Run 1, clock network drawn from the DEF:
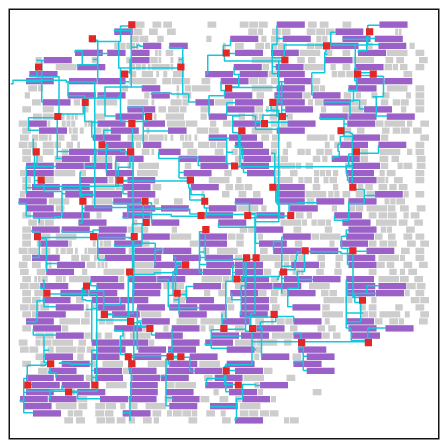
Run 1, placed standard cells:
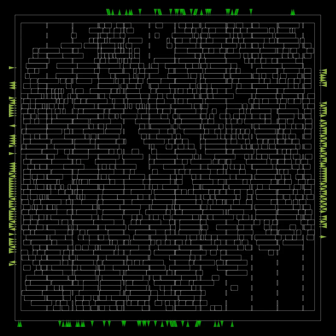
Run 1, layout detail:
Scale bar: 10 um. Window x 70 to 95, y 37 to 62 um. Cells in grey, sequential cells in the stronger grey; small squares are vias.
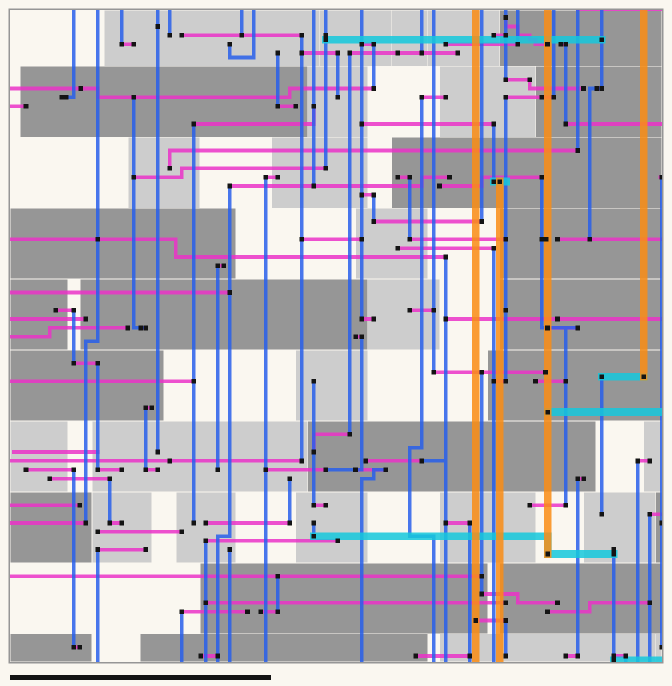
===== config.mk =====
export PLATFORM = sky130hd
export DESIGN_NAME = store_queue_ctrl
export DESIGN_NICKNAME = d
export VERILOG_FILES = /design/src/rtl/store_queue_ctrl.sv
export SDC_FILE = /design/constraint.sdc
export NUM_CORES = 1
export LEC_CHECK = 0
export CAP_MARGIN = 20
export CORE_MARGIN = 3
export CORE_UTILIZATION = 50
export CTS_BUF_LIST = sky130_fd_sc_hd__clkbuf_4
export DETAILED_ROUTE_END_ITERATION = 8
export GPL_ROUTABILITY_DRIVEN = 1
export PLACE_DENSITY = 0.74
export SLEW_MARGIN = 40
export SYNTH_ARGS = -nofsm -noshare
export SYNTH_HDL_FRONTEND = slang
export SYNTH_SLANG_ARGS = --single-unit

===== constraint.sdc =====
create_clock -name clk -period 5.56 [get_ports clk]
set_input_delay 1.112 -clock clk [delete_from_list [all_inputs] [get_ports clk]]
set_output_delay 1.112 -clock clk [all_outputs]
set_load 0.005 [all_outputs]

===== src/rtl/store_queue_ctrl.sv =====
// Store buffer and in-order write sequencer between the memory stage and the
// data memory / MMIO write port. It decodes each store into a byte mask and
// lane-aligned data, queues it, drains the queue over a valid/ready handshake,
// flags loads that hit a queued word, and runs a fence drain sequence.
module store_queue_ctrl #(
    parameter int DEPTH = 4,
    parameter int PTR_W = $clog2(DEPTH)
) (
    input  logic             clk,
    input  logic             rst,
    input  logic             st_valid,
    input  logic [1:0]       st_sel,
    input  logic [31:0]      st_addr,
    input  logic [31:0]      st_data,
    output logic             st_ready,
    output logic             misalign_err,
    output logic             mem_req_valid,
    input  logic             mem_req_ready,
    output logic [31:0]      mem_addr,
    output logic [31:0]      mem_wdata,
    output logic [3:0]       mem_wmask,
    input  logic             ld_valid,
    input  logic [31:0]      ld_addr,
    output logic             ld_hazard,
    input  logic             drain_req,
    output logic             drain_done,
    output logic [PTR_W:0]   q_count
);

    typedef enum logic [1:0] {
        RUN   = 2'd0,
        DRAIN = 2'd1,
        DONE  = 2'd2
    } state_e;

    // One queued store: word address, lane-aligned data and byte enables.
    typedef struct packed {
        logic [29:0] word;
        logic [31:0] data;
        logic [3:0]  mask;
    } entry_t;

    localparam logic [PTR_W:0]   DEPTH_C = (PTR_W+1)'(DEPTH);
    localparam logic [PTR_W:0]   CNT_ONE = (PTR_W+1)'(1);
    localparam logic [PTR_W-1:0] PTR_ONE = (PTR_W)'(1);

    entry_t           entry_q [DEPTH];
    logic [DEPTH-1:0] valid_q, valid_d;
    logic [PTR_W-1:0] head_q, head_d;
    logic [PTR_W-1:0] tail_q, tail_d;
    logic [PTR_W:0]   count_q, count_d;
    logic             misalign_q, misalign_d;
    state_e           state_q;
    logic             drain_done_q;

    entry_t           new_entry;
    logic             aligned;
    logic             store_req;
    logic             push;
    logic             pop;
    logic             word_hit;
    logic             unused_ld_bits;

    // Low load-address bits do not matter: hazards are tracked per word.
    assign unused_ld_bits = ^ld_addr[1:0];

    assign st_ready      = (state_q == RUN) && (count_q < DEPTH_C);
    assign mem_req_valid = (count_q != '0);
    assign q_count       = count_q;
    assign misalign_err  = misalign_q;
    assign drain_done    = drain_done_q;

    // Head entry drives the memory port; zero when the queue is empty so the
    // port is quiet after reset even though entry storage is not cleared.
    assign mem_addr  = mem_req_valid ? {entry_q[head_q].word, 2'b00} : 32'h0;
    assign mem_wdata = mem_req_valid ? entry_q[head_q].data : 32'h0;
    assign mem_wmask = mem_req_valid ? entry_q[head_q].mask : 4'h0;

    // Decode the incoming store into mask, replicated lane data and alignment.
    always_comb begin
        // NOTE: every combinational output gets a default first so no path leaves it unassigned (no latch).
        new_entry.word = st_addr[31:2];
        new_entry.data = st_data;
        new_entry.mask = 4'b0000;
        aligned        = 1'b1;
        case (st_sel)
            2'b00: begin
                new_entry.mask = 4'b0001 << st_addr[1:0];
                new_entry.data = {4{st_data[7:0]}};
            end
            2'b01: begin
                new_entry.mask = st_addr[1] ? 4'b1100 : 4'b0011;
                new_entry.data = {2{st_data[15:0]}};
                aligned        = ~st_addr[0];
            end
            2'b10: begin
                new_entry.mask = 4'b1111;
                aligned        = (st_addr[1:0] == 2'b00);
            end
            default: begin
                new_entry.mask = 4'b0000;
            end
        endcase
    end

    assign store_req  = st_valid && st_ready && (st_sel != 2'b11);
    assign push       = store_req && aligned;
    assign misalign_d = store_req && !aligned;
    assign pop        = mem_req_valid && mem_req_ready;

    // Compare the load word against every valid entry, including one leaving now.
    always_comb begin
        word_hit = 1'b0;
        for (int i = 0; i < DEPTH; i++) begin
            if (valid_q[i] && (entry_q[i].word == ld_addr[31:2])) begin
                word_hit = 1'b1;
            end
        end
    end

    assign ld_hazard = ld_valid && word_hit;

    // Next-state pointers, occupancy and valid bits for enqueue/dequeue.
    always_comb begin
        head_d  = head_q;
        tail_d  = tail_q;
        count_d = count_q;
        valid_d = valid_q;
        if (pop) begin
            valid_d[head_q] = 1'b0;
            head_d          = head_q + PTR_ONE;
        end
        if (push) begin
            valid_d[tail_q] = 1'b1;
            tail_d          = tail_q + PTR_ONE;
        end
        case ({push, pop})
            2'b10:   count_d = count_q + CNT_ONE;
            2'b01:   count_d = count_q - CNT_ONE;
            default: count_d = count_q;
        endcase
    end

    // Entry payload storage, written at the tail on enqueue.
    always_ff @(posedge clk) begin
        // NOTE: payload storage is deliberately not reset; valid_q and count_q alone decide what is live.
        if (push) begin
            entry_q[tail_q] <= new_entry;
        end
    end

    // Queue control registers with synchronous active-low reset.
    always_ff @(posedge clk) begin
        // NOTE: sequential state uses non-blocking assignments only, so all registers update together.
        if (!rst) begin
            head_q     <= '0;
            tail_q     <= '0;
            count_q    <= '0;
            valid_q    <= '0;
            misalign_q <= 1'b0;
        end else begin
            head_q     <= head_d;
            tail_q     <= tail_d;
            count_q    <= count_d;
            valid_q    <= valid_d;
            misalign_q <= misalign_d;
        end
    end

    // Drain sequencer: RUN -> DRAIN on request, DONE once empty, one-cycle done pulse.
    always_ff @(posedge clk) begin
        if (!rst) begin
            state_q      <= RUN;
            drain_done_q <= 1'b0;
        end else begin
            drain_done_q <= 1'b0;
            case (state_q)
                RUN: begin
                    if (drain_req) begin
                        state_q <= DRAIN;
                    end
                end
                DRAIN: begin
                    if (count_q == '0) begin
                        state_q      <= DONE;
                        drain_done_q <= 1'b1;
                    end
                end
                DONE: begin
                    state_q <= RUN;
                end
                default: begin
                    state_q <= RUN;
                end
            endcase
        end
    end

endmodule


==> results.txt, run 1 <==
yosys + openroad results -> clk sinks 281, synth unique cells 39, flops & latches, synth 281, VDD IR-drop max 0.2405 mV, setup violators final 0, routed vias/inst 5.476, CTS root buf clkbuf_4, cells on worst reg2reg path 9, DRC errors left 0, CP max stage cell clkdlybuf4s50_1, yosys xor share 0.08676, Top cells excl fill/tap edfxtp_1 (264), clkdlybuf4s50_1 (175), clkbuf_4 (109), largest net degree at the start of global routing 68, share of layout cells above drive strength 1 0.2193, Setup crit start ld_addr[16], Worst Path Required 4450 ps, Complex Gates by Area 0.02263, CP Launch Type primary input, Die Y 164.8 um, Nets 1084, FF-to-FF End q_count[2], Clock Path Buffers 3, Worst slew margin 0.4551, wire per inst 22.27 um, CTS buffer count 72, crit share post-route 0.8406, r2r startpoint q_count[2], final hold slack 495.2 ps, postcts setup bufs 0, Die Size 27150 um^2, syn_area_per_cell 16.94 um^2, most common cell after layout, fill and taps aside edfxtp_1, grt total ovfl 0, Total Wirelength 29890 um, number of OpenROAD warnings 37, Hold Path Sink state_q[1], Post-CTS Resized 0, status complete, no violations, Buffers on Ports 175, adder share 0.01449, r2r setup slk 2460 ps, initial drt markers 531, sequential cell area fraction in the yosys report 0.6559, CP top delay family buffers and inverters, Worst path depth 7, Largest stage delay, worst path 560 ps, comb area leader multiplexers, Worst-Margin Slew 817.3 ps, Routed Antenna Nets 0, Yosys Warn Count 0, Max Fclk 214.0 MHz, RSZ-0062 raised after global routing no, Mapped Cells 744, CP Capture Point ld_hazard, Critical path buffers and inverters 2, worst hold path class reg2reg, cell area after synthesis 12600 um^2, hold_buf cts 0, HPWL Detailed 20280 um, dpl ws 907.7 ps, gr usage total 0.2218, I/O pin cnt 180, Min Clock Period, post-route 4674 ps, CTS tree built, worst setup path class in2out, crit path DAT 3560 ps, area growth from synthesis to layout 24.42%
## Picture notes: 'clock network drawn from the DEF'
- clock drivers: red (count 72)
- clock wires: cyan (length 3560 um)
- flip-flops: purple (count 281)
- routed clock nets: 73
clock group share of total power: 0.303
clk_skew: 28.50 ps
worst skew pair latency: 650 ps
Power Clock: 0.00180 W

## Picture notes: 'placed standard cells'
fraction of area in registers: 0.5277
Tapcell Cnt: 324

## Picture notes: 'layout detail'
- metal 2: blue
- metal 4: orange
- metal 1: magenta
- metal 3: cyan
- netlist names of flops here include: entry_q (12)
- most frequent: edfxtp_1 (12), clkbuf_4 (4), buf_4 (4)
- cells with their middle in the window: 29
- sequential cells in the window: 12

-- run 1: cell families after synthesis --
family	Yosys count
buffers and inverters	60
adders and majority gates	14
and+or+nand+nor	151
xor gates and xnor gates	124
DFF	281
AOI/OAI and AO/OA	37
other	1
muxes	76
-- run 1: final cells by class --
cell class / instances / area, um^2
antenna: 1 / 2.502
clock buffer: 109 / 818.3
clock inverter: 16 / 128.9
fill: 1853 / 8851
inverter: 15 / 56.30
multi-input combinational: 404 / 4054
sequential: 281 / 8275
tap: 324 / 405.4
timing repair buffer: 192 / 1942
-- run 1: registers in the layout, summed over array words and instances (netlist names), named ones only --
name,flops
head_q,2
valid_q,4
drain_done,1
entry_q,264
tail_q,2
misalign_err,1
state_q,2
q_count,3
-- run 1: layer usage --
metal,track usage,routed length (um)
met4,0.07892,761
met2,0.3606,14390
met5,0,32
met1,0.2979,12520
met3,0.04891,2183
-- run 1: power by group --
part           internal (W)  total (W)  switching (W)
clock              0.000988    0.00180       0.000809
combinational      0.000921    0.00160       0.000681
sequential          0.00243    0.00253      0.0000912
total               0.00434    0.00592        0.00158
-- run 1: per-stage QoR --
step	instance area, um^2	util	total power [W]	instances
after floorplan	12610	-	0.003425	745
after global placement	14710	0.5996	0.004167	1215
after detailed placement	14730	0.6004	0.004189	1216
after CTS	15680	0.6390	0.005994	1341
after global routing	15680	0.6391	0.006227	1341
final	15680	0.6392	0.005924	1342
-- run 1: Yosys cell counts --
| cell | number | share of area |
|---|---|---|
| edfxtp_1 | 264 | 0.63 |
| xnor2_1 | 77 | 0.054 |
| and2_1 | 70 | 0.035 |
| mux4_2 | 66 | 0.12 |
| xor2_1 | 46 | 0.032 |
| clkbuf_1 | 26 | 0.0077 |
| nand4_1 | 24 | 0.012 |
| nor4_1 | 18 | 0.0089 |
| dfxtp_1 | 17 | 0.027 |
| nand2_1 | 16 | 0.0048 |
| inv_1 | 15 | 0.0045 |
| ha_1 | 13 | 0.013 |
| nor2_1 | 13 | 0.0039 |
| buf_2 | 9 | 0.0036 |
| a22o_1 | 8 | 0.0056 |
| a22oi_1 | 8 | 0.0048 |
| mux2_2 | 8 | 0.0071 |
| a21oi_1 | 7 | 0.0028 |
| buf_6 | 6 | 0.0054 |
| a21boi_2 | 5 | 0.0045 |
| o21a_1 | 4 | 0.0024 |
| buf_4 | 3 | 0.0018 |
| a21o_1 | 2 | 0.0012 |
| mux2i_1 | 2 | 0.0016 |
| o21ai_0 | 2 | 0.00079 |
| or3_1 | 2 | 0.00099 |
| a41oi_1 | 1 | 0.00069 |
| and2_4 | 1 | 0.00069 |
| and3b_1 | 1 | 0.00069 |
| and4_1 | 1 | 0.00069 |
| buf_1 | 1 | 0.00030 |
| conb_1 | 1 | 0.00030 |
| fa_1 | 1 | 0.0016 |
| nand2b_1 | 1 | 0.00050 |
| nor2_2 | 1 | 0.00050 |
| nor2b_1 | 1 | 0.00050 |
| nor3_1 | 1 | 0.00040 |
| nor3_2 | 1 | 0.00079 |
| xnor2_2 | 1 | 0.0013 |
==> run 2, diff against run 1 <==
PLACE_DENSITY = 0.77   (was 0.74)
clock period = 4.1 ns   (was 5.56 ns; I/O delays follow)
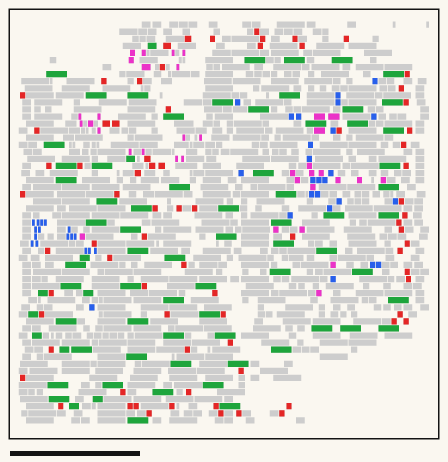
Run 2: logic cells by family
Scale bar: 50 um.
- AND and OR gates: red (cells 75; where widely spread)
- NAND gates: blue (cells 41)
- NOR gates: magenta (cells 35)
- multiplexers: green (cells 76; where widely spread)
Post-Layout Cell Count: 1361
most common cell after layout, fill and taps aside: edfxtp_1
Comb/total area: 0.2579

==> run 2 against run 1 <==
  * Die size unchanged
  * Combinational power increased by 38%
  * Non-clock buffer count increased by 9
  * Critical path depth increased by 1
  * Flip-flop count unchanged
  * Setup slack got worse by 820 ps
  * Design area increased by 1.1%
  * Global-route usage increased by 0.34 points
  * Area after synthesis unchanged
  * Register-to-register slack got worse by 1100 ps
  * Routed wire length decreased by 0.19%
==> results.txt, run 2 <==
yosys + openroad results -> status complete, no violations, worst hold path class reg2reg, post-synth top area cell edfxtp_1, Largest Register entry_q, clk sinks 281, initial drt markers 675, share of layout cells above drive strength 1 0.2331, fraction of registers with async set/reset 0, synth cell count leaders edfxtp_1 (264), xnor2_1 (77), and2_1 (70), Worst-Margin Slew 597.1 ps, Routed Antenna Nets 0, DRC errors left 0, worst setup path class in2out, number of OpenROAD warnings 37, CP Launch Type primary input, CTS root buf clkbuf_4, I/O pin cnt 180, Min Clock Period, post-route 4038 ps, RSZ-0062 raised after global routing no, Critical path buffers and inverters 3, grt total ovfl 0, CTS tree built, crit path DAT 3220 ps, top cells by area edfxtp_1 (63%), mux4_2 (12%), xnor2_1 (5.4%), and2_1 (3.5%), xor2_1 (3.2%), routed vias/inst 5.466, main flop type edfxtp_1, Worst slew margin 0.6019, Top cells excl fill/tap edfxtp_1 (264), clkdlybuf4s50_1 (175), clkbuf_4 (108), wire per inst 21.92 um, syn_area_per_cell 16.94 um^2, Post-synth EDFFs 264, max reg flops 264, largest net degree at the start of global routing 52, Buffers on Ports 175, Mapped Cells 744, CP top delay family buffers and inverters, HPWL Detailed 20190 um, CP max stage cell clkdlybuf4s50_1, Yosys Warn Count 0, clk_skew 52.61 ps, Max Fclk 247.7 MHz, VDD IR-drop max 0.3367 mV, Total Wirelength 29830 um, setup violators final 0, cell area after synthesis 12600 um^2, Die Y 164.8 um, Die Size 27150 um^2
## run 2: cell type report
type | count | area (um^2) | share of cell area
antenna | 3 | 7.507 | 0.0004736
timing repair buffer | 201 | 2059 | 0.1299
sequential | 281 | 8273 | 0.5219
inverter | 15 | 56.30 | 0.003552
multi-input combinational | 404 | 4088 | 0.2579
clock buffer | 108 | 810.8 | 0.05114
tap | 324 | 405.4 | 0.02557
clock inverter | 25 | 152.6 | 0.009629
## run 2: what timing repair did
item | CTS | global route
hold endpoints to repair | 0 | 0
resized | 0 | 5
endpoints found under the setup margin | 0 | 1
hold buffers | 0 | 0
## run 2: worst paths after layout
check | start | endpoint | slack [ps] | depth (start not counted)
worst max-delay path | ld_addr[3] | ld_hazard | 60 | 8
worst min-delay path | state_q[1] | state_q[0] | 500 | 1
worst max register to register | q_count[2] | q_count[2] | 1380 | 9
worst min register to register | state_q[1] | state_q[0] | 500 | 1
## run 2: per-stage QoR
| step | cells | util | hold slack [ps] | total power, W | cell area (um^2) |
|---|---|---|---|---|---|
| final | 1361 | 0.6462 | 498.9 | 0.008059 | 15850 |
| after global routing | 1359 | 0.6460 | 521.4 | 0.008499 | 15850 |
| after CTS | 1358 | 0.6445 | 498.9 | 0.008170 | 15810 |
| after detailed placement | 1225 | 0.6052 | 491.3 | 0.005710 | 14850 |
| after global placement | 1225 | 0.6052 | 478.1 | 0.005691 | 14850 |
| after floorplan | 745 | - | 465.1 | 0.004645 | 12610 |
## run 2: cell families after synthesis
logic type      after synthesis  synth area share
flops                       281            0.6559
simple gates                151           0.06998
xor+xnor                    124           0.08676
mux                          76            0.1267
buf+inv                      60           0.02323
compound gates               37           0.02263
fa+ha+maj                    14           0.01449
other cells                   1         0.0002975
## run 2: worst reg2reg max path: cells and delay by family, from the launching register on
family          cells  cell delay, ps
xor+xnor            1             160
fa+ha+maj           2             580
buf+inv             2             330
flops               1             400
compound gates      1             140
simple gates        3            1040
## run 2: routing by layer
layer | GRT usage | vias to the layer above | share of wire
li1 | - | 3359 | -
met1 | 0.2928 | 3675 | 0.39
met2 | 0.3643 | 346 | 0.49
met3 | 0.06295 | 55 | 0.089
met4 | 0.08464 | 4 | 0.024
met5 | 0 | - | 0.00070
## run 2: where the power goes
| part | internal (W) | switching, W |
|---|---|---|
| combinational | 0.00128 | 0.000921 |
| sequential | 0.00330 | 0.000122 |
| clock | 0.00129 | 0.00115 |
| total | 0.00587 | 0.00219 |
==> run 3, diff against run 2 <==
CORE_UTILIZATION = 49   (was 50)
CTS_BUF_LIST = unset   (was sky130_fd_sc_hd__clkbuf_4)
PLACE_DENSITY = 0.76   (was 0.77)
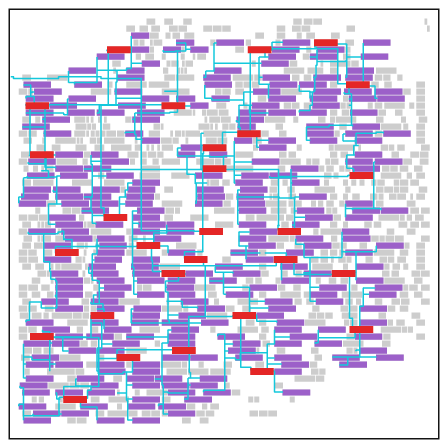
Run 3: clock network drawn from the DEF
- flip-flops: purple (count 281)
- clock wires: cyan (length 2920 um)
- clock drivers: red (count 28)
- routed clock nets: 29
- flops lie: widely spread
clock group share of total power: 0.300
Power Clock: 0.00241 W
worst skew pair latency: 530 ps
clk_skew: 8.337 ps

==> run 3 against run 2 <==
  * Core utilization down 2.3 points
  * Largest cell class unchanged
  * Die size rose by 2.0%
  * Clock power is essentially flat
==> results.txt, run 3 <==
yosys + openroad results -> Yosys Warn Count 0, setup violators final 0, Mapped Cells 744, crit-path max FO 4, Clock Path Buffers 3, Total Wirelength 29780 um, main flop type edfxtp_1, initial drt markers 569, Worst setup EP type output port, CP Launch Type primary input, hold_buf cts 0, most common cell after layout, fill and taps aside edfxtp_1, largest net degree at the start of global routing 55, max reg flops 264, CTS H-tree depth 1, syn_area_per_cell 16.94 um^2, Largest Register entry_q, cell area after synthesis 12600 um^2, DR vias 7204, CTS root buf clkbuf_16, CTS tree built, Die Y 166.4 um, Max Fclk 251.1 MHz, wire per inst 23.19 um, post-synth top area cell edfxtp_1, fraction of registers with async set/reset 0, maxcap violations 0, initial antenna violation count 1, # Cells Yosys 744, Core Region 25250 um^2, Die Width 166.4 um, Final Wtd Congestion 0.9526, top cells by area edfxtp_1 (63%), mux4_2 (12%), xnor2_1 (5.4%), and2_1 (3.5%), xor2_1 (3.2%), Post-CTS Resized 0, area share, top type 0.6289, Nets 1050, Buffers on Ports 175, synth unique cells 39, share of layout cells above drive strength 1 0.1614, clk slew on worst S/H paths 60 ps, starting density of the core 0.4991, HPWL Detailed 20390 um, Post-synth EDFFs 264, Cell Pwr Density 510.0 nW/um^2, Worst-Margin Slew 691.6 ps, final hold slack 505.0 ps, CTS buffer count 28, Placed Area 14870 um^2, crit path DAT 3160 ps, Die Size 27680 um^2, sequential cell area fraction in the yosys report 0.6559, Min Clock Period, post-route 3982 ps, synth cell count leaders edfxtp_1 (264), xnor2_1 (77), and2_1 (70), Top cells excl fill/tap edfxtp_1 (264), clkdlybuf4s50_1 (175), xnor2_1 (77), first-pass GRT wire length 45910 um, worst setup path class in2out, clk sinks 281, area growth from synthesis to layout 24.92%, worst hold path class reg2reg, Worst Path Required 3280 ps, RSZ-0062 raised after global routing no, chip area in the Yosys report 12600 um^2, Worst slew margin 0.5384, number of OpenROAD warnings 37, grt total ovfl 0, most instantiated library cell after synthesis edfxtp_1, VDD IR-drop max 0.3994 mV, # diodes 0, Final Cell Area 15750 um^2, crit share post-route 0.9712, gr usage total 0.2161, flops & latches, synth 281, DRC errors left 0, Routed Antenna Nets 0, Final Power 0.008030 W, status complete, no violations, routed vias/inst 5.611, postcts setup bufs 0, I/O pin cnt 180, Layout fillers 1880, sum of negative setup slack 0 ps, Hold Vio Cnt, Final 0, num rows 58
[run 3: netlist changes by cell type in the layout (fill, tap and decap cells not counted), moves of 3 or more]
cell	change
clkbuf_1	+4
nor4_1	+3
clkbuf_16	+29
diode_2	-3
nor4_2	-3
clkbuf_4	-108
[run 3: where the power goes]
group / switching [W] / total [W] / internal [W]
sequential: 0.000135 / 0.00344 / 0.00330
combinational: 0.000917 / 0.00218 / 0.00127
clock: 0.00100 / 0.00241 / 0.00141
[run 3: cell families (layout without fill, tap and decap cells)]
| logic type | count (synthesis) | count (layout) | synth area share |
|---|---|---|---|
| XOR/XNOR | 124 | 124 | 0.08676 |
| flip-flops | 281 | 281 | 0.6559 |
| other | 1 | 2 | 0.0002975 |
| AND/OR/NAND/NOR | 151 | 151 | 0.06998 |
| multiplexers | 76 | 76 | 0.1267 |
| buffers and inverters | 60 | 269 | 0.02323 |
| AND-OR/OR-AND | 37 | 37 | 0.02263 |
| adder cells (fa/ha/maj) | 14 | 14 | 0.01449 |
[run 3: routing by layer]
metal | wire [um] | track usage | vias to the layer above
li1 | - | - | 3219
met1 | 11930 | 0.2902 | 3613
met2 | 14780 | 0.3690 | 322
met3 | 2420 | 0.04404 | 48
met4 | 644 | 0.04878 | 2
met5 | 11 | 0 | -
[run 3: per-stage QoR]
step | worst slack [ps] | std cells | utilization
after floorplan | 461.3 | 745 | -
after detailed placement | 146.6 | 1232 | 0.5887
after global placement | 128.3 | 1232 | 0.5885
after global routing | 9.215 | 1284 | 0.6235
final | 117.9 | 1284 | 0.6235
after CTS | 150.7 | 1284 | 0.6235
[run 3: cell type report]
type	instances	area, um^2	share of cell area
Clock buffer	33	740.7	0.04704
Clock inverter	19	137.6	0.008741
Inverter	15	56.30	0.003576
Multi-Input combinational cell	404	4058	0.2577
Sequential cell	281	8273	0.5254
Tap cell	330	412.9	0.02622
Timing Repair Buffer	202	2067	0.1313
[run 3: final timing paths]
kind	startpoint	endpoint	cells after the start	slack [ps]
min reg2reg	state_q[1]	drain_done	1	510
max reg2reg	q_count[2]	q_count[2]	8	1520
min	state_q[1]	drain_done	1	510
max	ld_addr[22]	ld_hazard	7	120
[run 3: worst max-delay path: stages]
cell and delay [ps]:
clkdlybuf4s50_1 600, xnor2_1 150, nand4_1 180, nor4_1 420, nand4_1 170, a41oi_1 280, clkdlybuf4s50_1 540
Power is estimated from default activity; no workload was simulated.
